Run 1, cell density map:
The die is cut into 9 by 9 equal tiles; black is low, pale yellow is high, 0 to 100% covered.
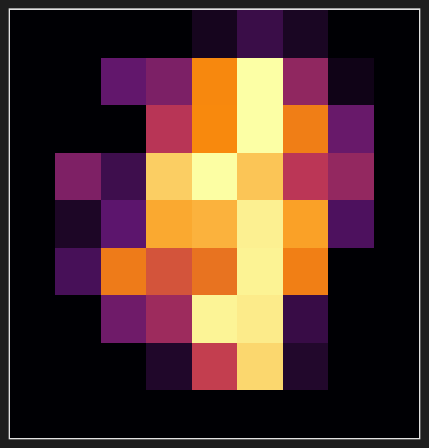
Run 1, wiring by layer:
Bar = 10 um. Two of the layers only.
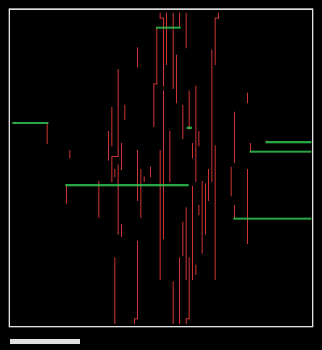
Run 1, ports around the boundary:
Bar = 10 um. Pins as bars across the die edge, other pins in gray.
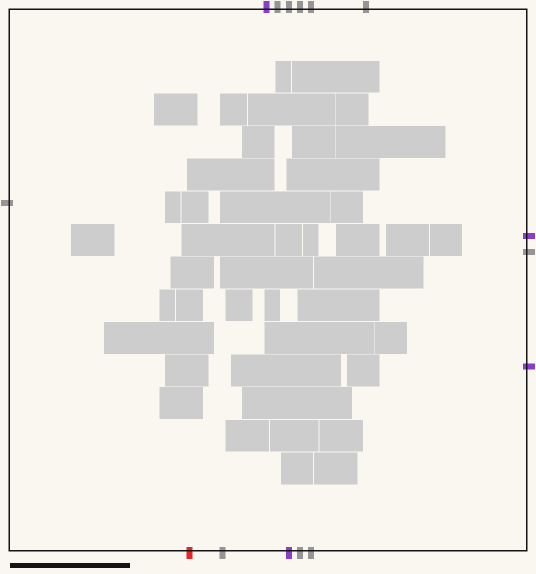
==> config.mk <==
export PLATFORM = sky130hd
export DESIGN_NAME = cnt4_sync
export DESIGN_NICKNAME = d
export VERILOG_FILES = /design/src/rtl/cnt4_sync_pkg.sv /design/src/rtl/cnt4_sync_dffr_sync.sv /design/src/rtl/cnt4_sync.sv
export SDC_FILE = /design/constraint.sdc
export NUM_CORES = 1
export LEC_CHECK = 0
export ABC_AREA = 0
export CAP_MARGIN = 40
export CORE_AREA = 3 3 40 42
export CTS_BUF_LIST = sky130_fd_sc_hd__clkbuf_16
export DETAILED_ROUTE_END_ITERATION = 7
export DIE_AREA = 0 0 43 45
export PLACE_DENSITY = 0.52
export SYNTH_ARGS = -nofsm -noshare
export SYNTH_HDL_FRONTEND = slang
export SYNTH_HIERARCHICAL = 1
export SYNTH_SLANG_ARGS = --single-unit
==> constraint.sdc <==
create_clock -name CLK -period 2.7 [get_ports CLK]
set_input_delay 0.81 -clock CLK [delete_from_list [all_inputs] [get_ports CLK]]
set_output_delay 0.81 -clock CLK [all_outputs]
set_load 0.1 [all_outputs]
==> impl_summary.log <==
[report] implementation figures
INFO  metric synth.avg_cell_area = 10.6 sq um
INFO  metric post_synth_num_cell_types = 7
INFO  metric post-route-period-util = around 100%
INFO  metric synth_warnings = 6
INFO  metric clockBufferDepth = 2
INFO  metric antenna_diodes = 0
INFO  metric grt_remaining_overflow = 0
INFO  metric maximum_number_of_pins_on_one_net_before_global_route_repair = 6
INFO  metric achievable-frequency = 0.379 GHz
INFO  metric multi_input_comb_area = ~210 sq um
INFO  metric flop_area = 104 sq um
INFO  metric cell_internal_pwr = 0.291 mW
INFO  metric power.share.combinational = a little over an eighth
INFO  metric dr.pass1.iters = 2
INFO  metric syn2layout_area_growth = 120%
INFO  metric cell_row_count = 13
INFO  metric place.gp.congestion = 0.665
INFO  metric hold_removal_path_class = flop to flop
INFO  metric post_cts.repair.setup_buffers = 0
INFO  metric timing.final.ws_setup = 62.5 ps
INFO  metric drt_first_iter_violations = 2
INFO  metric powerDensity = around 660 nW/um^2
INFO  metric initial_antenna_violation_count = 0
INFO  metric cts_hold_repair.buffers = 0
INFO  metric post-dp-hpwl = around 560 um
INFO  metric grt_pass1_vias = 273
INFO  metric timing_max_transition_violations_final = 0
INFO  metric fin_setup_tns = 0 ps
INFO  metric critical_path_peak_fanout = 2
INFO  metric post_dp_cell_area = 480 sq um
INFO  metric finalCriticalPeriod = around 2600 ps
INFO  metric pin_count = 15
INFO  metric numCtsBuffers = 3
INFO  metric tritoncts = yes
INFO  metric cts-root-buf = clkbuf_16
INFO  metric numPlacedInstances = about 54
INFO  metric yosys_reported_design_area_after_synthesis = 255 sq um
INFO  metric postSynthNetCount = 37
INFO  metric worstMarginPinSlew = 280 ps
INFO  metric cts_sinks = 5
INFO  metric final.fill_count = between 100 and 150
INFO  metric p_clk_share = 64.7%
INFO  metric worst-endpoint-required = 1890 ps
INFO  metric number_of_nets_with_antenna_violations_after_routing = 0
INFO  metric vdd_ir_max = ~0.00031 V
INFO  metric run_status = complete, no violations
INFO  metric number_of_cell_instances_after_yosys_synthesis = 24
INFO  metric met3_length = 51 um
INFO  metric worst_skew_pair.late_latency = 230 ps
INFO  metric grt_pass1_wl = 1130 um
INFO  metric synthesis.area = about 260 sq um
INFO  metric max_cap_violations = 0
INFO  metric worst_setup_path_start_kind = input pin
INFO  metric drive_gt1_share = 46.5%
INFO  metric seq_power_share = 21.7%
INFO  metric clk_pin_slew_worst_setup_hold_paths = 30 ps
INFO  metric maxUsedRoutingLayer = met4
INFO  metric yosys_register_bits = 5
INFO  metric final_cells = 58
INFO  metric log.warning_count = 27
INFO  metric rsz0062_at_grt = false
INFO  metric drcViolationCount = 0
INFO  metric fin_skew = ~1.1 ps
INFO  metric r2r.worst_path.cells = 7
INFO  metric cts_max_level = 1
INFO  metric wl_met1 = roughly 240 um
-- 'cell density map' (at the start) --
The densest ninth of the die: center. 16% of the tiles are over 75% full. 47% of the tiles are nearly empty. The mean over all tiles is 28%. The fullest tile reaches 100%.
Floorplan Utilization: 19.9%
fraction of the core area covered by cells at the end of the flow: 43.6%
core area: 1280 sq um

-- 'wiring by layer' (at the start) --
Red shows met2, wire length 378 um. Green shows met3, wire length 51.1 um.
total global-route track usage: 8.49%
mean routed wirelength per cell: 11.6 um
routed wire length: 673 um
number of vias after detailed routing: 231

-- 'ports around the boundary' (at the start) --
Red shows LD, pins 1, direction input, edge south. Purple shows Q, pins 4, direction output, edge 2 east, 1 south, 1 north.
All pins by edge: 6 north, 5 south, 3 east, 1 west.
horizontal extent of the die: 43 um
die extent in y: 45 um

==> run 1: routing by layer <==
layer	GRT usage, %	vias to the layer above
li1	-	117
met1	7.95	104
met2	14.7	8
met3	4.38	2
met4	5.42	0
met5	0	-
==> run 1: per-stage QoR <==
stage                     power (mW)  hold WS, ps
final                          0.368          728
after global routing           0.380          772
after CTS                      0.372          726
after detailed placement       0.132          724
after global placement         0.131          719
after floorplan                0.110          937
==> run 1: repair_timing <==
action,CTS,global route
endpoints found under the setup margin,1,1
pin swaps,3,3
resized,4,1
==> run 1: final cells by class <==
class | count | share of cell area (%)
Multi-Input combinational cell | 18 | 36.6
Sequential cell | 5 | 18.5
Tap cell | 15 | 3.35
Timing Repair Buffer | 16 | 27.5
Clock inverter | 1 | 0.670
Clock buffer | 3 | 13.4
==> run 1: cells by family after synthesis <==
family,Yosys count,synth area share [%]
fa+ha+maj,4,19.6
flops,5,39.2
simple gates,10,21.1
mux,4,15.7
buf+inv,1,4.41
==> run 1: power by group through the flow <==
stage / clock [mW] / combinational [mW] / sequential [mW]
after floorplan: 0 / 0.0125 / 0.0977
after global placement: 0 / 0.0502 / 0.0808
after detailed placement: 0 / 0.0508 / 0.0809
after CTS: 0.242 / 0.0502 / 0.0798
after global routing: 0.245 / 0.0548 / 0.0800
final: 0.238 / 0.0502 / 0.0797
==> run 1: cells in the final DEF, fill, tap and decap left out, drive strengths merged <==
| cell type | count |
|---|---|
| nor3b | 1 |
| nor2 | 4 |
| dfxtp | 5 |
| ha | 4 |
| buf | 9 |
| clkdlybuf4s50 | 7 |
| inv | 1 |
| mux2i | 4 |
| clkbuf | 3 |
| and2 | 5 |
==> run 1: cell usage after synthesis <==
| cell | count | area share, % |
|---|---|---|
| and2_1 | 5 | 12 |
| nor3b_1 | 1 | 2.9 |
| ha_1 | 4 | 20 |
| mux2i_1 | 4 | 16 |
| buf_6 | 1 | 4.4 |
| dfxtp_1 | 5 | 39 |
| nor2_1 | 4 | 5.9 |
==> run 1: critical path, cell delays in order <==
cell and delay [ps]:
buf_6 100, ha_4 150, ha_4 150, ha_4 150, ha_4 140, nor3b_4 150, buf_12 170
Power is estimated from default activity; no workload was simulated.
